<file path="config.mk">
export PLATFORM = sky130hd
export DESIGN_NAME = sub_serial_nbit_flat
export DESIGN_NICKNAME = d
export VERILOG_FILES = /design/src/rtl/sub_serial_nbit_if.sv /design/src/rtl/sub_serial_nbit.sv /design/src/flat_wrapper.sv
export SDC_FILE = /design/constraint.sdc
export NUM_CORES = 1
export LEC_CHECK = 0
export CORE_UTILIZATION = 44
export CTS_CLUSTER_SIZE = 28
export DETAILED_ROUTE_END_ITERATION = 8
export PLACE_DENSITY = 0.66
export SLEW_MARGIN = 10
export SYNTH_ARGS = -nofsm -noshare
export SYNTH_HDL_FRONTEND = slang
export SYNTH_SLANG_ARGS = --single-unit
</file>
<file path="constraint.sdc">
create_clock -name clk -period 2.28 [get_ports clk]
set_input_delay 0.342 -clock clk [delete_from_list [all_inputs] [get_ports clk]]
set_output_delay 0.342 -clock clk [all_outputs]
set_load 0.01 [all_outputs]
</file>
<file path="src/rtl/sub_serial_nbit_if.sv">
// Operand/result handshake bundle for the bit-serial subtractor.
interface sub_serial_nbit_if #(
    parameter int N = 3
);
    logic         in_valid;
    logic         in_ready;
    logic [N-1:0] a;
    logic [N-1:0] b;
    logic         out_valid;
    logic         out_ready;
    logic [N:0]   diff;

    modport slave (
        input  in_valid, a, b, out_ready,
        output in_ready, out_valid, diff
    );

    modport master (
        output in_valid, a, b, out_ready,
        input  in_ready, out_valid, diff
    );
endinterface

</file>
<file path="src/rtl/sub_serial_nbit.sv">
// Bit-serial N-bit subtractor (a - b, LSB first) with valid/ready on both sides.
// Optional SUB_ABS_EN: sign-magnitude result via an extra one-cycle NEGATE state.
//
// state  | meaning
// IDLE   | waiting for operands, in_ready=1
// SHIFT  | one difference bit per cycle, N cycles
// NEGATE | conditional magnitude fix-up (SUB_ABS_EN only)
// DONE   | result held, out_valid=1
module sub_serial_nbit #(
    parameter int N = 3
) (
    input  logic              clk,
    input  logic              rst_n,
    sub_serial_nbit_if.slave  bus
);
    localparam int CW = (N > 1) ? $clog2(N) : 1;

    typedef enum logic [1:0] {
        IDLE   = 2'd0,
        SHIFT  = 2'd1,
        NEGATE = 2'd2,
        DONE   = 2'd3
    } state_t;

    state_t       r_state;
    state_t       w_state_nxt;
    logic [N-1:0] r_a;
    logic [N-1:0] r_b;
    logic [N-1:0] r_res;
    logic         r_borrow;
    logic [CW-1:0] r_cnt;
    logic [N:0]   r_diff;
    logic         r_in_ready;
    logic         r_out_valid;

    logic         w_d;
    logic         w_borrow_nxt;
    logic         w_last;
    logic [N-1:0] w_res_nxt;

    assign w_d          = r_a[0] ^ r_b[0] ^ r_borrow;
    assign w_borrow_nxt = (~r_a[0] & r_b[0]) | (~(r_a[0] ^ r_b[0]) & r_borrow);
    assign w_last       = (r_cnt == CW'(N - 1));

    always_comb begin
        w_res_nxt        = r_res >> 1;
        w_res_nxt[N-1]   = w_d;
    end

    always_ff @(posedge clk or negedge rst_n) begin
        if (!rst_n) r_state <= IDLE;
        else        r_state <= w_state_nxt;
    end

    always_comb begin
        w_state_nxt = r_state;
        case (r_state)
            IDLE:   if (bus.in_valid) w_state_nxt = SHIFT;
`ifdef SUB_ABS_EN
            SHIFT:  if (w_last) w_state_nxt = NEGATE;
            NEGATE: w_state_nxt = DONE;
`else
            SHIFT:  if (w_last) w_state_nxt = DONE;
`endif
            DONE:   if (bus.out_ready) w_state_nxt = IDLE;
            default: w_state_nxt = IDLE;
        endcase
    end

    // Handshake flags are registered from the next state so they track the FSM exactly.
    always_ff @(posedge clk or negedge rst_n) begin
        if (!rst_n) begin
            r_a         <= '0;
            r_b         <= '0;
            r_res       <= '0;
            r_borrow    <= 1'b0;
            r_cnt       <= '0;
            r_diff      <= '0;
            r_in_ready  <= 1'b1;
            r_out_valid <= 1'b0;
        end else begin
            r_in_ready  <= (w_state_nxt == IDLE);
            r_out_valid <= (w_state_nxt == DONE);
            case (r_state)
                IDLE: begin
                    if (bus.in_valid) begin
                        r_a      <= bus.a;
                        r_b      <= bus.b;
                        r_borrow <= 1'b0;
                        r_cnt    <= '0;
                    end
                end
                SHIFT: begin
                    r_a      <= r_a >> 1;
                    r_b      <= r_b >> 1;
                    r_borrow <= w_borrow_nxt;
                    r_res    <= w_res_nxt;
                    r_cnt    <= r_cnt + CW'(1);
                    if (w_last) r_diff <= {w_borrow_nxt, w_res_nxt};
                end
`ifdef SUB_ABS_EN
                NEGATE: begin
                    if (r_diff[N]) r_diff[N-1:0] <= -r_diff[N-1:0];
                end
`endif
                default: ;
            endcase
        end
    end

    assign bus.in_ready  = r_in_ready;
    assign bus.out_valid = r_out_valid;
    assign bus.diff      = r_diff;
endmodule

</file>
<file path="src/flat_wrapper.sv">
// flat-port wrapper written by rule: the top's interface ports become plain ports
module sub_serial_nbit_flat 
#(
    parameter int N = 3
)
  (clk, rst_n, bus_in_valid, bus_a, bus_b, bus_out_ready, bus_in_ready, bus_out_valid, bus_diff);
  sub_serial_nbit_if #(.N(N)) bus_i ();
  input  logic clk;
  input  logic rst_n;
  input wire logic [$bits(bus_i.in_valid)-1:0] bus_in_valid;
  input wire logic [$bits(bus_i.a)-1:0] bus_a;
  input wire logic [$bits(bus_i.b)-1:0] bus_b;
  input wire logic [$bits(bus_i.out_ready)-1:0] bus_out_ready;
  output wire logic [$bits(bus_i.in_ready)-1:0] bus_in_ready;
  output wire logic [$bits(bus_i.out_valid)-1:0] bus_out_valid;
  output wire logic [$bits(bus_i.diff)-1:0] bus_diff;
  assign bus_i.in_valid = bus_in_valid;
  assign bus_i.a = bus_a;
  assign bus_i.b = bus_b;
  assign bus_i.out_ready = bus_out_ready;
  assign bus_in_ready = bus_i.in_ready;
  assign bus_out_valid = bus_i.out_valid;
  assign bus_diff = bus_i.diff;
  sub_serial_nbit #(.N(N)) u_core (.clk(clk), .rst_n(rst_n), .bus(bus_i));
endmodule
</file>
**Supply network**

Pins as bars on the die edge.
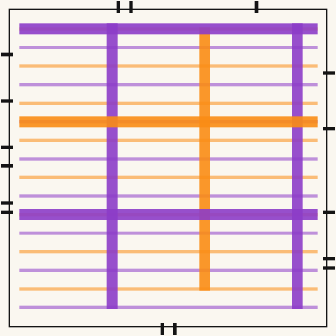
| net | colour |
|---|---|
| VDD | orange |
| VSS | purple |
met4 straps: 3
signal pins: 16
met5 straps: 3
rows: 15

**Cells coloured by class**

Scale bar: 10 µm.
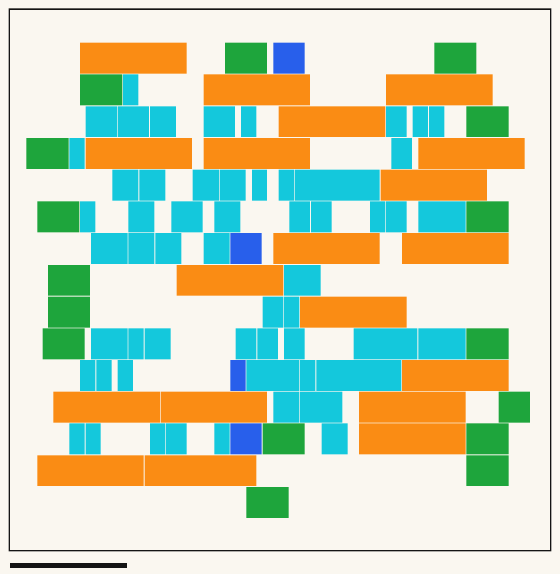
| class | colour | cells |
|---|---|---|
| clock drivers and dummy loads | blue | 4 |
| flops | orange | 19 |
| other buffers and delay cells | green | 16 |
| combinational and other logic | cyan | 56 |
Layout Utilization: 58.9%
post-route cell area: 1050 µm²
placement row count: 15

**Clock wires, drivers and flops**

Scale bar: 10 µm.
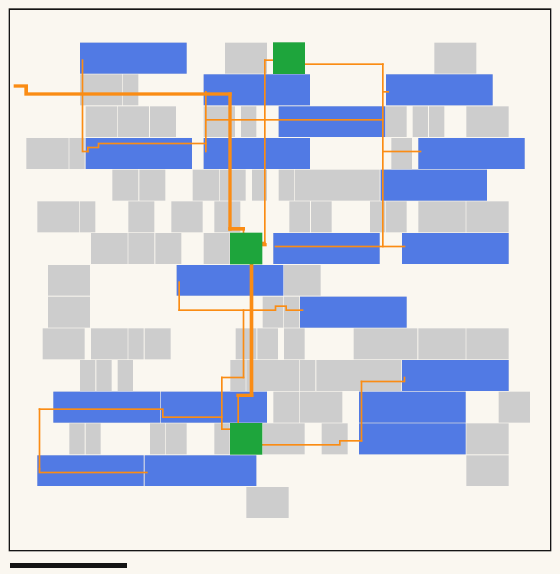
[clock wires] orange | length: 225 µm
[clock drivers] green | count: 3
[flip-flops] blue | count: 19
routed clock nets: 4
flops lie: all over the die

==> flow.log <==
[report] implementation figures
INFO  metric dr.pass1.iters = 4
INFO  metric crit_path_top_delay_cell = dfstp_2
INFO  metric run_status = complete, no violations
INFO  metric common_cells = dfrtp_1, nand2_1, nor2_1, nor2b_1
INFO  metric element_type_at_the_critical_path_start = flip-flop
INFO  metric die_area = 2140 µm²
INFO  metric cts.hold.buffers_added = 0
INFO  metric logic_family = simple AND/OR/NAND/NOR gates
INFO  metric grt_first_pass_wirelength = 2190 µm
INFO  metric worst_ir_drop_on_vdd = 0.000599 V
INFO  metric total_leakage_power = 0.461 nW
INFO  metric final_common_cell = dfrtp_1
INFO  metric largest_register_ffs = 4
INFO  metric worstPathCellList = clkdlybuf4s50_1
INFO  metric timing.critical_path.depth = 1
INFO  metric clk_transition_reported_paths = 100 ps
INFO  metric yosys_most_used_dff = dfrtp_1
INFO  metric power.group.top = sequential cells
INFO  metric avgViaCountPerCell = 4.96
INFO  metric crit_required = 1940 ps
INFO  metric cap_viol_max_count = 0
INFO  metric tightestPinTransition = 533 ps
INFO  metric wl_met1 = 649 µm
INFO  metric comb.multi_input.count = 51
INFO  metric routed.top_layer = met4
INFO  metric clkCellAreaFrac = 2.50%
INFO  metric timing.critical_path.slowest_cell_delay = 520 ps
INFO  metric number_of_nets_in_the_layout = 108
INFO  metric grt_start_max_net_pins = 20
INFO  metric worstSetupEndpointType = primary output
INFO  metric placedCellCount = 116
INFO  metric asyncSetResetFlopFracSynth = 100%
INFO  metric synth_nets = 90
INFO  metric place.detailed.hpwl = 1020 µm
INFO  metric post-layout-total-power = 1.33 mW
INFO  metric postPlaceCellArea = 1020 µm²
INFO  metric numCtsBuffers = 3
INFO  metric globalRouteMet3Util = 3.53%
INFO  metric power_report.internal_total = 0.858 mW
INFO  metric regToRegEndpoint = u_core.r_res[1]
INFO  metric drt_drc_violations_left = 0
INFO  metric ff2ff_path_depth = 2
INFO  metric postRouteAntennaNets = 0
INFO  metric pwr_density_cell = 1260 nW/µm²
INFO  metric hold_path.class = in -> async
**Signal wires by layer**

Two of the layers only.
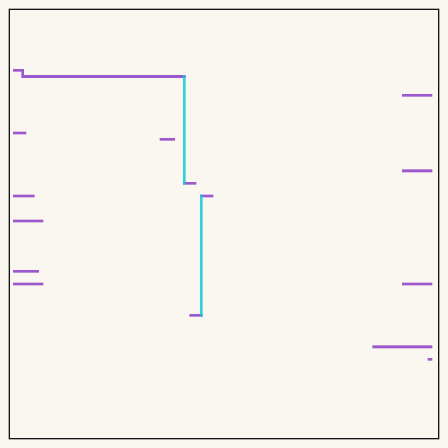
| layer | colour | wire length |
|---|---|---|
| metal 3 | purple | 51.0 µm |
| metal 4 | cyan | 24.5 µm |
Routed WL: 1380 µm
routed via count: 595

**The clock network**

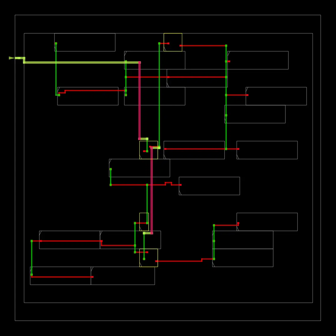
power in the clock group: 0.165 mW
sequential cell count: 19
sink count of the clock tree: 19

Power and IR drop assume default switching activity.
